**config.mk**
```make
export PLATFORM = sky130hd
export DESIGN_NAME = fir_decim_out
export DESIGN_NICKNAME = d
export VERILOG_FILES = /design/src/rtl/fir_pkg.sv /design/src/rtl/fir_sync_fifo.sv /design/src/rtl/fir_decim_out.sv
export SDC_FILE = /design/constraint.sdc
export NUM_CORES = 1
export LEC_CHECK = 0
export ABC_AREA = 1
export CAP_MARGIN = 20
export CORE_ASPECT_RATIO = 2
export CORE_UTILIZATION = 47
export DETAILED_ROUTE_END_ITERATION = 8
export GPL_ROUTABILITY_DRIVEN = 0
export GPL_TIMING_DRIVEN = 0
export HOLD_SLACK_MARGIN = 0.02
export PLACE_DENSITY = 0.84
export SYNTH_ARGS = -nofsm -noshare
export SYNTH_HDL_FRONTEND = slang
export SYNTH_SLANG_ARGS = --single-unit
```
**constraint.sdc**
```tcl
create_clock -name clk -period 2.1 [get_ports clk]
set_input_delay 0.63 -clock clk [delete_from_list [all_inputs] [get_ports clk]]
set_output_delay 0.63 -clock clk [all_outputs]
set_load 0.1 [all_outputs]
```
**src/rtl/fir_pkg.sv**
```systemverilog
// Shared sample widths and typedefs for the FIR decimator output stage.
package fir_pkg;
    localparam int unsigned FIR_IN_W  = 16;
    localparam int unsigned FIR_OUT_W = 8;
    localparam int unsigned FIR_SCL_W = FIR_IN_W + 1;

    typedef logic signed [FIR_IN_W-1:0]  in_sample_t;
    typedef logic signed [FIR_SCL_W-1:0] scaled_t;
    typedef logic signed [FIR_OUT_W-1:0] sample_t;
endpackage

```
**src/rtl/fir_sync_fifo.sv**
```systemverilog
// Single-clock FIFO of scaled samples: storage, wrapping pointers and occupancy.
module fir_sync_fifo
    import fir_pkg::*;
#(
    parameter int unsigned DEPTH = 4
) (
    input  logic                       clk,
    input  logic                       rst_n,
    input  logic                       push,
    input  sample_t                    push_data,
    input  logic                       pop,
    output sample_t                    pop_data,
    output logic                       valid,
    output logic [$clog2(DEPTH):0]     level,
    output logic                       drop_c
);
    localparam int unsigned PTR_W = $clog2(DEPTH);
    localparam int unsigned LVL_W = PTR_W + 1;

    sample_t            mem [DEPTH];
    logic [PTR_W-1:0]   wr_ptr;
    logic [PTR_W-1:0]   rd_ptr;
    logic [LVL_W-1:0]   cnt;
    logic               full_c;
    logic               do_pop_c;
    logic               do_push_c;

    // A push into a full FIFO still lands when the head leaves on the same edge.
    always_comb begin
        full_c    = (cnt == LVL_W'(DEPTH));
        do_pop_c  = pop && (cnt != '0);
        do_push_c = push && (!full_c || do_pop_c);
        drop_c    = push && full_c && !do_pop_c;
    end

    always_ff @(posedge clk) begin
        if (!rst_n) begin
            for (int i = 0; i < int'(DEPTH); i++) begin
                mem[i] <= '0;
            end
            wr_ptr <= '0;
            rd_ptr <= '0;
            cnt    <= '0;
        end else begin
            if (do_push_c) begin
                mem[wr_ptr] <= push_data;
                wr_ptr      <= wr_ptr + 1'b1;
            end
            if (do_pop_c) begin
                rd_ptr <= rd_ptr + 1'b1;
            end
            case ({do_push_c, do_pop_c})
                2'b10:   cnt <= cnt + 1'b1;
                2'b01:   cnt <= cnt - 1'b1;
                default: cnt <= cnt;
            endcase
        end
    end

    assign pop_data = mem[rd_ptr];
    assign valid    = (cnt != '0);
    assign level    = cnt;
endmodule

```
**src/rtl/fir_decim_out.sv**
```systemverilog
// Decimate, round-scale and buffer filter output samples.
// Define FIR_DECIM_SAT_EN to clamp scaled samples to 8 bits instead of wrapping.
module fir_decim_out
    import fir_pkg::*;
#(
    parameter int unsigned DECIM = 2,
    parameter int unsigned SHIFT = 4,
    parameter int unsigned DEPTH = 4
) (
    input  logic                       clk,
    input  logic                       rst_n,
    input  logic                       in_valid,
    input  in_sample_t                 in_data,
    output logic                       out_valid,
    input  logic                       out_ready,
    output sample_t                    out_data,
    output logic [$clog2(DEPTH):0]     level,
    output logic                       drop_flag,
    output logic                       sat_flag
);
    localparam int unsigned PH_W = (DECIM > 1) ? $clog2(DECIM) : 1;
    localparam scaled_t     RND  = scaled_t'(2 ** (SHIFT - 1));

    logic [PH_W-1:0] phase;
    logic            keep_c;
    logic            drop_c;
    logic            clip_c;
    scaled_t         sum_c;
    scaled_t         r_c;
    sample_t         samp_c;

    // Sign-extend to 17 bits so the rounding offset can never overflow.
    always_comb begin
        keep_c = in_valid && (phase == '0);
        sum_c  = {in_data[FIR_IN_W-1], in_data} + RND;
        r_c    = sum_c >>> SHIFT;
    end

`ifdef FIR_DECIM_SAT_EN
    localparam scaled_t SAT_MAX = 17'sd127;
    localparam scaled_t SAT_MIN = -17'sd128;
    localparam sample_t OUT_MAX = 8'h7F;
    localparam sample_t OUT_MIN = 8'h80;

    always_comb begin
        samp_c = r_c[FIR_OUT_W-1:0];
        clip_c = 1'b0;
        if (r_c > SAT_MAX) begin
            samp_c = OUT_MAX;
            clip_c = 1'b1;
        end else if (r_c < SAT_MIN) begin
            samp_c = OUT_MIN;
            clip_c = 1'b1;
        end
    end
`else
    logic unused_hi_c;

    always_comb begin
        samp_c = r_c[FIR_OUT_W-1:0];
        clip_c = 1'b0;
    end

    assign unused_hi_c = ^r_c[FIR_SCL_W-1:FIR_OUT_W];
`endif

    // Phase advances on every accepted sample, kept, discarded or dropped.
    always_ff @(posedge clk) begin
        if (!rst_n) begin
            phase     <= '0;
            drop_flag <= 1'b0;
            sat_flag  <= 1'b0;
        end else begin
            if (in_valid) begin
                phase <= (phase == PH_W'(DECIM - 1)) ? '0 : phase + 1'b1;
            end
            if (drop_c) begin
                drop_flag <= 1'b1;
            end
            if (keep_c && clip_c) begin
                sat_flag <= 1'b1;
            end
        end
    end

    fir_sync_fifo #(
        .DEPTH (DEPTH)
    ) u_fifo (
        .clk       (clk),
        .rst_n     (rst_n),
        .push      (keep_c),
        .push_data (samp_c),
        .pop       (out_ready),
        .pop_data  (out_data),
        .valid     (out_valid),
        .level     (level),
        .drop_c    (drop_c)
    );
endmodule

```
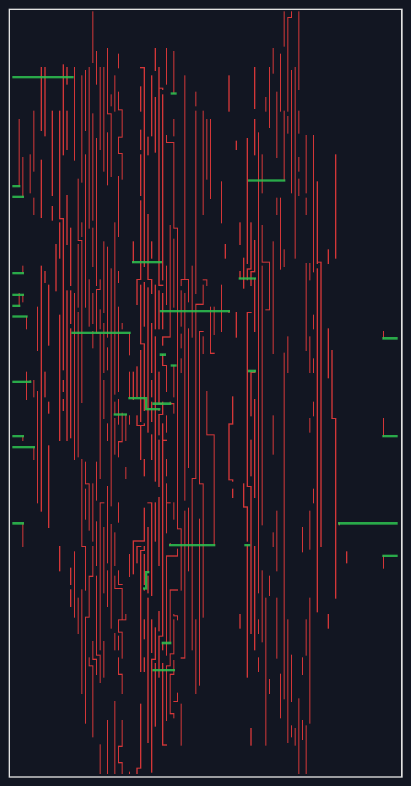
(images/metal_stack.png)
(8 px per um) Only two layers are drawn.
legend:
  met3:
    color: green
    wire_length: 79.5 um
  met2:
    color: red
    wire_length: 2710 um
GRT Overall Usage: 0.199
routed wire length: 4.39 mm
routed len/inst: 14.1 um

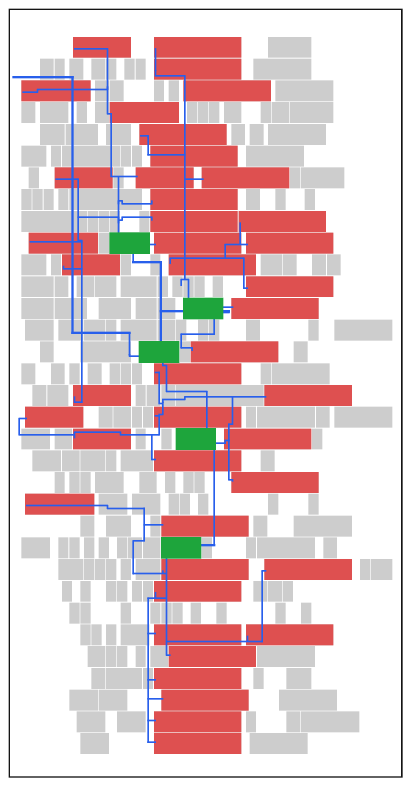
(images/clock_map.png)
(8 px per um)
legend:
  clock wires:
    color: blue
    length: 477 um
  cells driving clock nets:
    color: green
    count: 5
  flip-flops:
    color: red
    count: 43
routed clock nets: 6
clock share of power: 0.166
P_clk: 0.621 mW
Worst-Skew Late Latency: 0.29 ns
Final Skew: 0.0101 ns

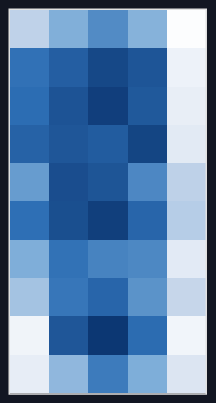
(images/density.png)
(4 px per um) The die is cut into 5 by 10 equal tiles; white is low, dark blue is high, 0 to 100% covered.
nearly empty tiles: 2.0%
tiles over 75% full: 40%
fullest tile: 97%
mean over tiles: 58%
fp util: 0.496
fin util: 0.668
Core ar.: 4170 um^2

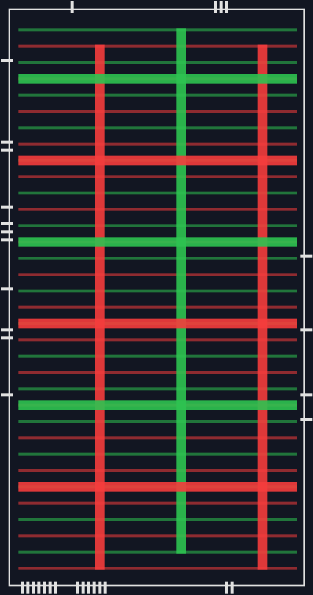
(images/pdn.png)
(6 px per um) Pins as bars on the die edge.
legend:
  VDD:
    color: green
  VSS:
    color: red
signal pins: 34
met1 rails: 34
met5 straps: 6
Max rail drop VDD: 1.34 mV
die height: 95.8 um
Die X: 48.9 um

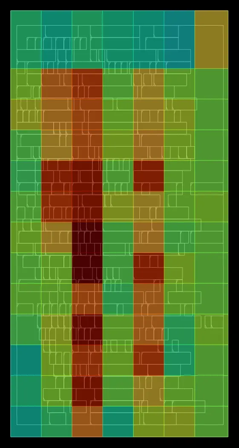
(images/final_congestion.png)
met1 Track Usage GR: 0.165
met2 GRT Util: 0.409
GRT busiest layer: met2
GR met3 Demand/Resource: 0.0284

-- cells by family (layout without fill, tap and decap cells) --
group                      Yosys count  count (layout)  share of synthesized area
DFF                                 43              43                      0.571
buffers and inverters               34              71                     0.0666
AOI/OAI and AO/OA                   39              39                      0.103
adders and majority gates            3               3                     0.0218
xor gates and xnor gates             5               5                     0.0212
other                                1               1                    0.00181
and+or+nand+nor                     98              98                      0.214
-- synth_stat cells (all sizes together) --
| library cell | number | share of area |
|---|---|---|
| inv | 30 | 0.056 |
| fa | 1 | 0.0097 |
| nand4 | 4 | 0.018 |
| dfxtp | 11 | 0.11 |
| a21oi | 7 | 0.019 |
| ha | 2 | 0.012 |
| nand2 | 28 | 0.056 |
| o21ai | 22 | 0.053 |
| o21a | 1 | 0.0036 |
| xnor2 | 2 | 0.0085 |
| buf | 4 | 0.011 |
| edfxtp | 32 | 0.46 |
| nor2 | 58 | 0.11 |
| o22ai | 9 | 0.027 |
| conb | 1 | 0.0018 |
| xor2 | 3 | 0.013 |
| nand3 | 8 | 0.033 |
-- through the flow --
step	total power, mW	util	TNS [ns]	area [um^2]
3_3_place_gp	2.87	0.604	-20.03	2520
6_report	3.73	0.668	0	2790
5_1_grt	3.87	0.668	-0.0314	2790
3_5_place_dp	2.90	0.605	-20.31	2520
2_1_floorplan	2.53	-	-0.0654	2200
4_1_cts	3.63	0.653	0	2730
-- per-layer routing --
| layer | vias to the layer above | wire, um |
|---|---|---|
| met5 | - | 0 |
| met4 | 0 | 156 |
| met3 | 12 | 79 |
| met2 | 37 | 2710 |
| met1 | 745 | 1450 |
| li1 | 807 | - |
-- final cells by class --
cell class | instances | area [um^2]
inverters | 30 | 118
clock inverters | 1 | 30.0
plain buffers | 4 | 35.0
clock buffers | 7 | 76.3
fillers | 310 | 1380
well taps | 52 | 65.1
multi-input cells | 146 | 935
repair buffers | 29 | 333
flip-flops and latches | 43 | 1200
-- report_power, final --
| part | internal [mW] | switching (mW) | total, mW |
|---|---|---|---|
| clock | 0.356 | 0.265 | 0.621 |
| sequential | 1.03 | 0.0770 | 1.10 |
| combinational | 0.607 | 1.40 | 2.01 |
| total | 1.99 | 1.74 | 3.73 |
-- registers in the layout, indices dropped and copies added, names as in the netlist, named ones only --
register / count
u_fifo.level: 3
u_fifo.rd_ptr: 2
phase: 1
u_fifo.mem: 32
drop_flag: 1
u_fifo.wr_ptr: 2
-- critical path: stages (launching register included) --
cell and delay (ns):
dfxtp_1 0.49, o21ai_0 0.22, o22ai_4 0.20, buf_8 0.22
-- what timing repair did --
action	4_1_cts	5_1_grt
hold endpoints to repair	0	0
pin swaps	4	2
resized	99	22
buffers inserted	2	1
setup endpoints to repair	32	26
-- worst paths after layout --
| path | startpoint | endpoint | slack [ns] | depth (start not counted) |
|---|---|---|---|---|
| max | flip-flop | out_data[4] | 0.05 | 3 |
| min | drop_flag$_SDFFE_PN0P_ | drop_flag$_SDFFE_PN0P_ | 0.48 | 1 |
| max reg2reg | u_fifo.level[2]$_SDFFE_PN0P_ | u_fifo.mem[2][6]$_SDFFCE_PN0P_ | 0.15 | 6 |
| min reg2reg | drop_flag$_SDFFE_PN0P_ | drop_flag$_SDFFE_PN0P_ | 0.48 | 1 |
==> reports/metrics.cfg <==
[synth]
synth.yosys.warnings=0
numSynthFlops=43
ys_cells=223
syn_nets=246
yosys_area_um2=2070
avgSynthCellArea_um2=9.27
synth_cells=223
synth_area_um2=2070

[grt]
overflow=0
antenna_found_initial=0
grt_max_degree=14
grt_pass1_vias=1599

[drt]
via_count=1601
drtAntennaViolNets=0
viasPerCell=5.13
drc_errors=0
drt_iter0_drc=38

[timing]
whs_ns=0.475
setup_violations=0
slew_viol_final=0
rsz0062_at_grt=yes
finalClockPeriodUsage=0.977
tightest_slew_ns=0.544
layout_setup_ws_ns=0.0480
hold_viol=0

[layout]
layoutNonFillerInstCount=312
drive_above_1_share=0.258
lay_top_cells=53 x nor2_1, 32 x edfxtp_1, 26 x inv_1
nets=282

[placed_design]
pre_cts_slack_ns=-0.780
place.detailed.instances=301

[floorplan]
core.rowCount=33
dieArea_um2=4680

[power]
leakagePower_nw=1.13

[cts]
cts_made_buffers=5
clkTransAtPathRegs_ns=0.08
htreeDepth=2
clock_path_buffers=2

[outcome]
status=finished, final reports clean

[critical_path]
setup.worst_path.start_class=flip-flop
critPathKind=reg2out

[worst_hold_path]
hp-class=reg2reg

Power figures rest on the tool's default switching activity, not on a simulated workload.
